Fig. 1: M1 wires
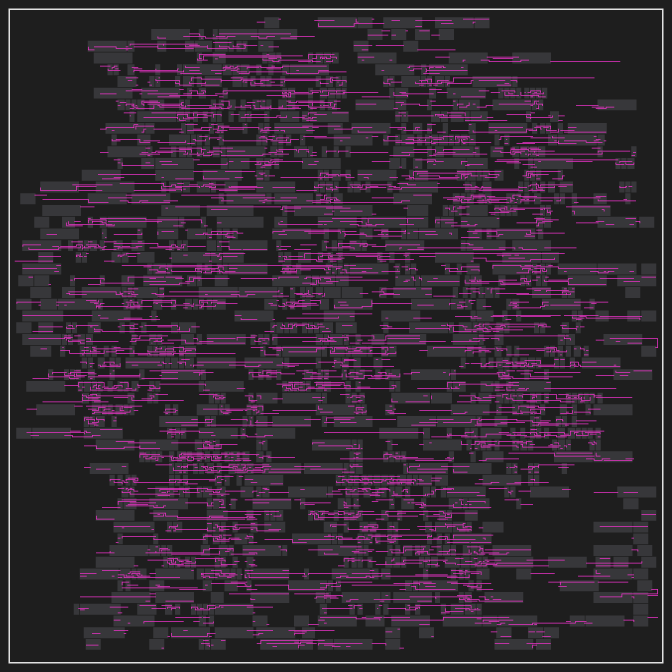
Fig. 2: met2 routing
Scale bar: 50 µm.
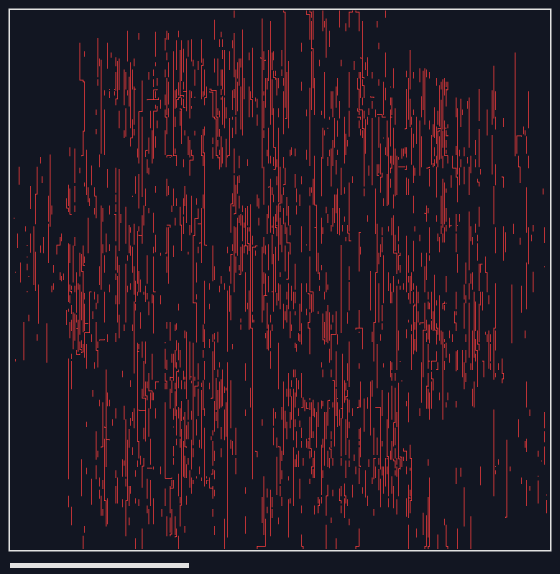
Fig. 3: met3 routing
Scale bar: 50 µm.
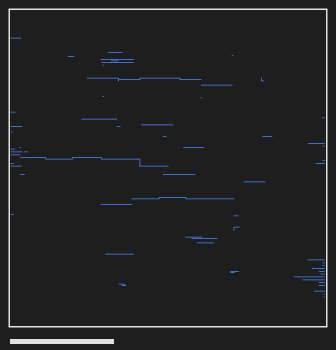
Fig. 4: signal wires on met4
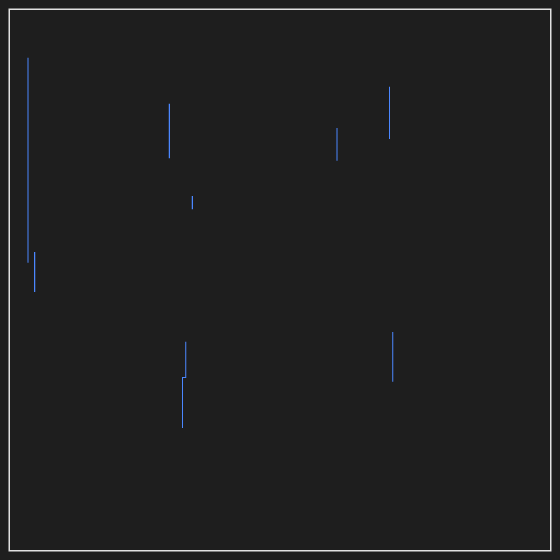
Fig. 5: clock nets
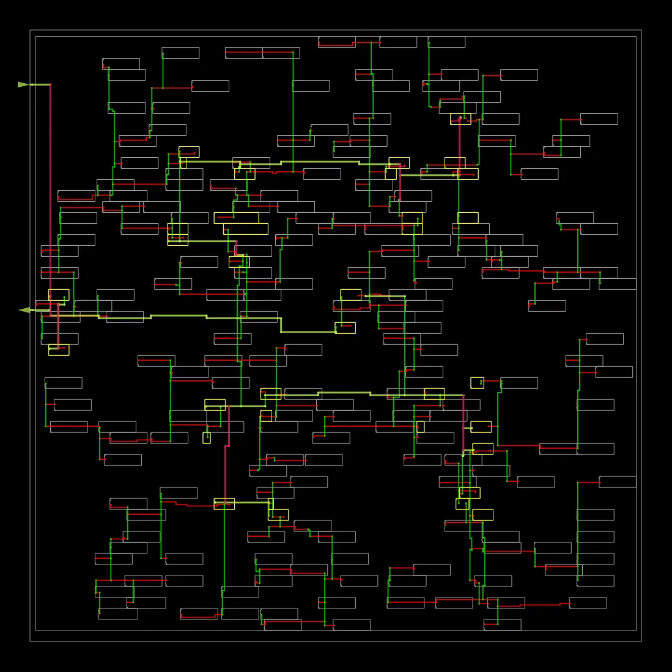
[config.mk]
export PLATFORM = sky130hd
export DESIGN_NAME = tsi_cond_flat
export DESIGN_NICKNAME = d
export VERILOG_FILES = /design/src/rtl/tsi_pkg.sv /design/src/rtl/tsi_cond_if.sv /design/src/rtl/BUFG.sv /design/src/rtl/IBUF.sv /design/src/rtl/OBUF.sv /design/src/rtl/tsi_debounce.sv /design/src/rtl/tsi_cond.sv /design/src/flat_wrapper.sv
export SDC_FILE = /design/constraint.sdc
export NUM_CORES = 1
export LEC_CHECK = 0
export ABC_AREA = 1
export CAP_MARGIN = 15
export CORE_UTILIZATION = 43
export CTS_BUF_LIST = sky130_fd_sc_hd__clkbuf_8
export DETAILED_ROUTE_END_ITERATION = 8
export SLEW_MARGIN = 20
export SYNTH_ARGS = -nofsm -noshare
export SYNTH_HDL_FRONTEND = slang
export SYNTH_SLANG_ARGS = --single-unit
export TNS_END_PERCENT = 50
[constraint.sdc]
create_clock -name clk_I -period 7.44 [get_ports clk_I]
set_input_delay 1.488 -clock clk_I [delete_from_list [all_inputs] [get_ports clk_I]]
set_output_delay 1.488 -clock clk_I [all_outputs]
set_load 0.05 [all_outputs]
[src/rtl/tsi_pkg.sv]
// Shared constants and types for the TSI board-conditioning slice.
package tsi_pkg;

   localparam int TSI_SW_W        = 7;
   localparam int TSI_LED_W       = 16;
   localparam int TSI_SYNC_STAGES = 2;
   localparam int TSI_DB_CNT      = 1_000_000;

   typedef enum logic {
      DB_STABLE = 1'b0,
      DB_COUNT  = 1'b1
   } db_state_e;

endpackage

[src/rtl/tsi_cond_if.sv]
// Pad-side bundle of tsi_cond: raw board inputs in, conditioned levels out.
interface tsi_cond_if
   import tsi_pkg::*;
#(
   parameter int SW_W  = TSI_SW_W,
   parameter int LED_W = TSI_LED_W
);
   logic [SW_W-1:0]  sw_I;
   logic             RX_I;
   logic             TX_I;
   logic [LED_W-1:0] LEDs_I;
   logic [SW_W-1:0]  sw_O;
   logic             sw_chg_O;
   logic             RX_O;
   logic             TX_O;
   logic [LED_W-1:0] LEDs_O;

   modport master (
      output sw_I, RX_I, TX_I, LEDs_I,
      input  sw_O, sw_chg_O, RX_O, TX_O, LEDs_O
   );

   modport slave (
      input  sw_I, RX_I, TX_I, LEDs_I,
      output sw_O, sw_chg_O, RX_O, TX_O, LEDs_O
   );
endinterface

[src/rtl/BUFG.sv]
// Behavioural stand-in for the vendor global clock buffer; replaced by the vendor library cell in implementation.
module BUFG (
   input  logic I,
   output logic O
);
   assign O = I;
endmodule

[src/rtl/IBUF.sv]
// Behavioural stand-in for the vendor input pad buffer.
module IBUF (
   input  logic I,
   output logic O
);
   assign O = I;
endmodule

[src/rtl/OBUF.sv]
// Behavioural stand-in for the vendor output pad buffer.
module OBUF (
   input  logic I,
   output logic O
);
   assign O = I;
endmodule

[src/rtl/tsi_debounce.sv]
// One switch bit: SYNC_STAGES-deep synchronizer feeding a STABLE/COUNT debouncer.
module tsi_debounce
   import tsi_pkg::*;
#(
   parameter int SYNC_STAGES = TSI_SYNC_STAGES,
   parameter int DB_CNT      = TSI_DB_CNT
) (
   input  logic clk,
   input  logic rst,
   input  logic raw,
   output logic level,
   output logic toggle
);
   localparam int            CNT_W    = $clog2(DB_CNT);
   localparam logic [CNT_W-1:0] CNT_LAST = CNT_W'(DB_CNT - 1);
   localparam logic [CNT_W-1:0] CNT_ONE  = CNT_W'(1);

   logic [SYNC_STAGES-1:0] sync_r;
   logic                   sync_bit_s;
   db_state_e              state_r;
   db_state_e              state_next_s;
   logic [CNT_W-1:0]       cnt_r;
   logic [CNT_W-1:0]       cnt_next_s;
   logic                   level_r;
   logic                   toggle_s;

   // synchronizer chain, reset low
   always_ff @(posedge clk or posedge rst) begin
      if (rst) begin
         sync_r <= '0;
      end else begin
         sync_r <= {sync_r[SYNC_STAGES-2:0], raw};
      end
   end

   assign sync_bit_s = sync_r[SYNC_STAGES-1];

   // debouncer state, counter and debounced level
   always_ff @(posedge clk or posedge rst) begin
      if (rst) begin
         state_r <= DB_STABLE;
         cnt_r   <= '0;
         level_r <= 1'b0;
      end else begin
         state_r <= state_next_s;
         cnt_r   <= cnt_next_s;
         level_r <= level_r ^ toggle_s;
      end
   end

   // next state: the counter stops at DB_CNT-1, where the level flips instead of wrapping
   always_comb begin
      state_next_s = state_r;
      cnt_next_s   = cnt_r;
      toggle_s     = 1'b0;
      case (state_r)
         DB_STABLE: begin
            if (sync_bit_s != level_r) begin
               state_next_s = DB_COUNT;
               cnt_next_s   = CNT_ONE;
            end else begin
               cnt_next_s   = '0;
            end
         end
         DB_COUNT: begin
            if (sync_bit_s == level_r) begin
               state_next_s = DB_STABLE;
               cnt_next_s   = '0;
            end else if (cnt_r == CNT_LAST) begin
               state_next_s = DB_STABLE;
               cnt_next_s   = '0;
               toggle_s     = 1'b1;
            end else begin
               cnt_next_s   = cnt_r + CNT_ONE;
            end
         end
         default: begin
            state_next_s = DB_STABLE;
            cnt_next_s   = '0;
         end
      endcase
   end

   assign level  = level_r;
   assign toggle = toggle_s;
endmodule

[src/rtl/tsi_cond.sv]
// Board-level conditioning: clock buffering, core reset synchronizer, switch debouncing,
// RX synchronization and registered TX/LED pin drive.
module tsi_cond
   import tsi_pkg::*;
#(
   parameter int SW_W        = TSI_SW_W,
   parameter int LED_W       = TSI_LED_W,
   parameter int SYNC_STAGES = TSI_SYNC_STAGES,
   parameter int DB_CNT      = TSI_DB_CNT
) (
   input  logic       clk_I,
   input  logic       reset_I,
   output logic       clk_O,
   output logic       reset_O,
   tsi_cond_if.slave  bus
);
   logic                   clk_s;
   logic [SW_W-1:0]        sw_pad_s;
   logic                   rx_pad_s;
   logic [SYNC_STAGES-1:0] rst_sync_r;
   logic [SYNC_STAGES-1:0] rx_sync_r;
   logic [SW_W-1:0]        sw_db_s;
   logic [SW_W-1:0]        toggle_s;
   logic                   sw_chg_r;
   logic                   tx_r;
   logic [LED_W-1:0]       leds_r;
   logic                   tx_pad_s;
   logic [LED_W-1:0]       leds_pad_s;

   BUFG u_bufg (.I(clk_I), .O(clk_s));
   assign clk_O = clk_s;

   IBUF u_ibuf_rx (.I(bus.RX_I), .O(rx_pad_s));

   for (genvar g = 0; g < SW_W; g++) begin : g_sw
      IBUF u_ibuf_sw (.I(bus.sw_I[g]), .O(sw_pad_s[g]));

      tsi_debounce #(
         .SYNC_STAGES (SYNC_STAGES),
         .DB_CNT      (DB_CNT)
      ) u_db (
         .clk    (clk_s),
         .rst    (reset_I),
         .raw    (sw_pad_s[g]),
         .level  (sw_db_s[g]),
         .toggle (toggle_s[g])
      );
   end

   // core reset: async assert, deassert after SYNC_STAGES clean edges
   always_ff @(posedge clk_s or posedge reset_I) begin
      if (reset_I) begin
         rst_sync_r <= '1;
      end else begin
         rst_sync_r <= {rst_sync_r[SYNC_STAGES-2:0], 1'b0};
      end
   end

   // RX synchronizer idles high like the UART line
   always_ff @(posedge clk_s or posedge reset_I) begin
      if (reset_I) begin
         rx_sync_r <= '1;
      end else begin
         rx_sync_r <= {rx_sync_r[SYNC_STAGES-2:0], rx_pad_s};
      end
   end

   // change pulse lands in the same cycle as the new sw_O value; many bits give one pulse
   always_ff @(posedge clk_s or posedge reset_I) begin
      if (reset_I) begin
         sw_chg_r <= 1'b0;
      end else begin
         sw_chg_r <= |toggle_s;
      end
   end

   // TX/LED pin drive registers, TX idle high
   always_ff @(posedge clk_s or posedge reset_I) begin
      if (reset_I) begin
         tx_r   <= 1'b1;
         leds_r <= '0;
      end else begin
         tx_r   <= bus.TX_I;
         leds_r <= bus.LEDs_I;
      end
   end

   OBUF u_obuf_tx (.I(tx_r), .O(tx_pad_s));
   for (genvar l = 0; l < LED_W; l++) begin : g_led
      OBUF u_obuf_led (.I(leds_r[l]), .O(leds_pad_s[l]));
   end

   assign reset_O      = rst_sync_r[SYNC_STAGES-1];
   assign bus.RX_O     = rx_sync_r[SYNC_STAGES-1];
   assign bus.sw_O     = sw_db_s;
   assign bus.sw_chg_O = sw_chg_r;
   assign bus.TX_O     = tx_pad_s;
   assign bus.LEDs_O   = leds_pad_s;
endmodule

[src/flat_wrapper.sv]
// flat-port wrapper written by rule: the top's interface ports become plain ports
module tsi_cond_flat import tsi_pkg::*;
#(
   parameter int SW_W        = TSI_SW_W,
   parameter int LED_W       = TSI_LED_W,
   parameter int SYNC_STAGES = TSI_SYNC_STAGES,
   parameter int DB_CNT      = TSI_DB_CNT
)
  (clk_I, reset_I, clk_O, reset_O, bus_sw_I, bus_RX_I, bus_TX_I, bus_LEDs_I, bus_sw_O, bus_sw_chg_O, bus_RX_O, bus_TX_O, bus_LEDs_O);
  tsi_cond_if #(.SW_W(SW_W), .LED_W(LED_W)) bus_i ();
  input  logic clk_I;
  input  logic reset_I;
  output logic clk_O;
  output logic reset_O;
  input wire logic [$bits(bus_i.sw_I)-1:0] bus_sw_I;
  input wire logic [$bits(bus_i.RX_I)-1:0] bus_RX_I;
  input wire logic [$bits(bus_i.TX_I)-1:0] bus_TX_I;
  input wire logic [$bits(bus_i.LEDs_I)-1:0] bus_LEDs_I;
  output wire logic [$bits(bus_i.sw_O)-1:0] bus_sw_O;
  output wire logic [$bits(bus_i.sw_chg_O)-1:0] bus_sw_chg_O;
  output wire logic [$bits(bus_i.RX_O)-1:0] bus_RX_O;
  output wire logic [$bits(bus_i.TX_O)-1:0] bus_TX_O;
  output wire logic [$bits(bus_i.LEDs_O)-1:0] bus_LEDs_O;
  assign bus_i.sw_I = bus_sw_I;
  assign bus_i.RX_I = bus_RX_I;
  assign bus_i.TX_I = bus_TX_I;
  assign bus_i.LEDs_I = bus_LEDs_I;
  assign bus_sw_O = bus_i.sw_O;
  assign bus_sw_chg_O = bus_i.sw_chg_O;
  assign bus_RX_O = bus_i.RX_O;
  assign bus_TX_O = bus_i.TX_O;
  assign bus_LEDs_O = bus_i.LEDs_O;
  tsi_cond #(.SW_W(SW_W), .LED_W(LED_W), .SYNC_STAGES(SYNC_STAGES), .DB_CNT(DB_CNT)) u_core (.clk_I(clk_I), .reset_I(reset_I), .clk_O(clk_O), .reset_O(reset_O), .bus(bus_i));
endmodule
==> flow_summary.toml <==
# physical design summary
[outcome]
status = "completed"

[final_layout]
nFillCells = 2129
sh_seq_area = 0.4454
seq_cells = 190
bufAreaShareNonClock = 0.05033
multiInputGateArea_um2 = 3945
nNetsFinal = 1270

[synth]
topCellsByArea = "dfrtp_1 48%, nor2_1 9.8%, nand2_1 9.1%"
yosys.stat.seqShare = 0.4973
synth_cell_types = 34
aoi_share = 0.02562
synth.largest_area_cell = "dfrtp_1"

[clock_network]
hold_buffers = 0
post_cts_resized = 0

[power_and_ir_drop]
p_sw_mw = 0.4861
p_comb_mw = 0.128
p_clk_frac = 0.391
p_int_mw = 1.482
pg_seq_mw = 1.07

[critical_path]
worst_ep_arrival_time_ps = 4630
cp-endpoint = "clk_O"
cpMostUsedCell = "clkbuf_8"
cp_num_buf_inv = 3
critical_path.slowest_cell = "clkdlybuf4s50_1"

[global_routing]
grt.met3_usage = 0.03584
grt_first_pass_wirelength_um = 31480

[sta]
tightestPinTransition_ps = 828.1

[die]
coreArea_um2 = 21820
dieHeight_um = 151.2

[placed_design]
dp_hpwl_um = 12570

[drt]
met1_length_um = 8925
Notes on Fig. 1 above:
main direction	horizontal
share of all routed wire	51%
wire length on this layer	8,930 µm
longest straight run	52.9 µm

Notes on Fig. 2 above:
longest straight run	49.0 µm
wire length on this layer	8,090 µm
main direction	vertical

Notes on Fig. 3 above:
wire length on this layer	495 µm
main direction	horizontal

Notes on Fig. 4 above:
longest straight run	57.1 µm
wire length on this layer	148 µm
nets with wire on the layer	4
main direction	vertical
share of all routed wire	0.84%

Notes on Fig. 5 above:
Clk. pwr: 0.769 mW
Setup Skew: 15.54 ps
clock buffer count: 26
Latency at later pin: 570 ps

## Yosys cell counts (all sizes together)
cell    number
conb         1
buf         31
nor3b        2
a21oi       11
nand3       86
nand3b       1
o21ai       21
o211ai       1
or2          3
o21bai       7
dfrtp      185
a31oi        4
inv        166
ha           7
nor3        53
dfstp        5
xor2        44
nand4       24
nand2      246
and3         4
xnor2       14
nor2       273
and2         1
## metrics by stage
stage	hold slack [ps]	power, mW	area (µm²)	cells
after CTS	362.3	2.006	10690	1529
final	355.7	1.968	10690	1529
after global routing	365.1	2.066	10690	1529
after global placement	334.4	1.252	10230	1494
after floorplan	331.2	1.215	9573	1190
after detailed placement	335.5	1.255	10230	1494
Power figures rest on the tool's default switching activity, not on a simulated workload.
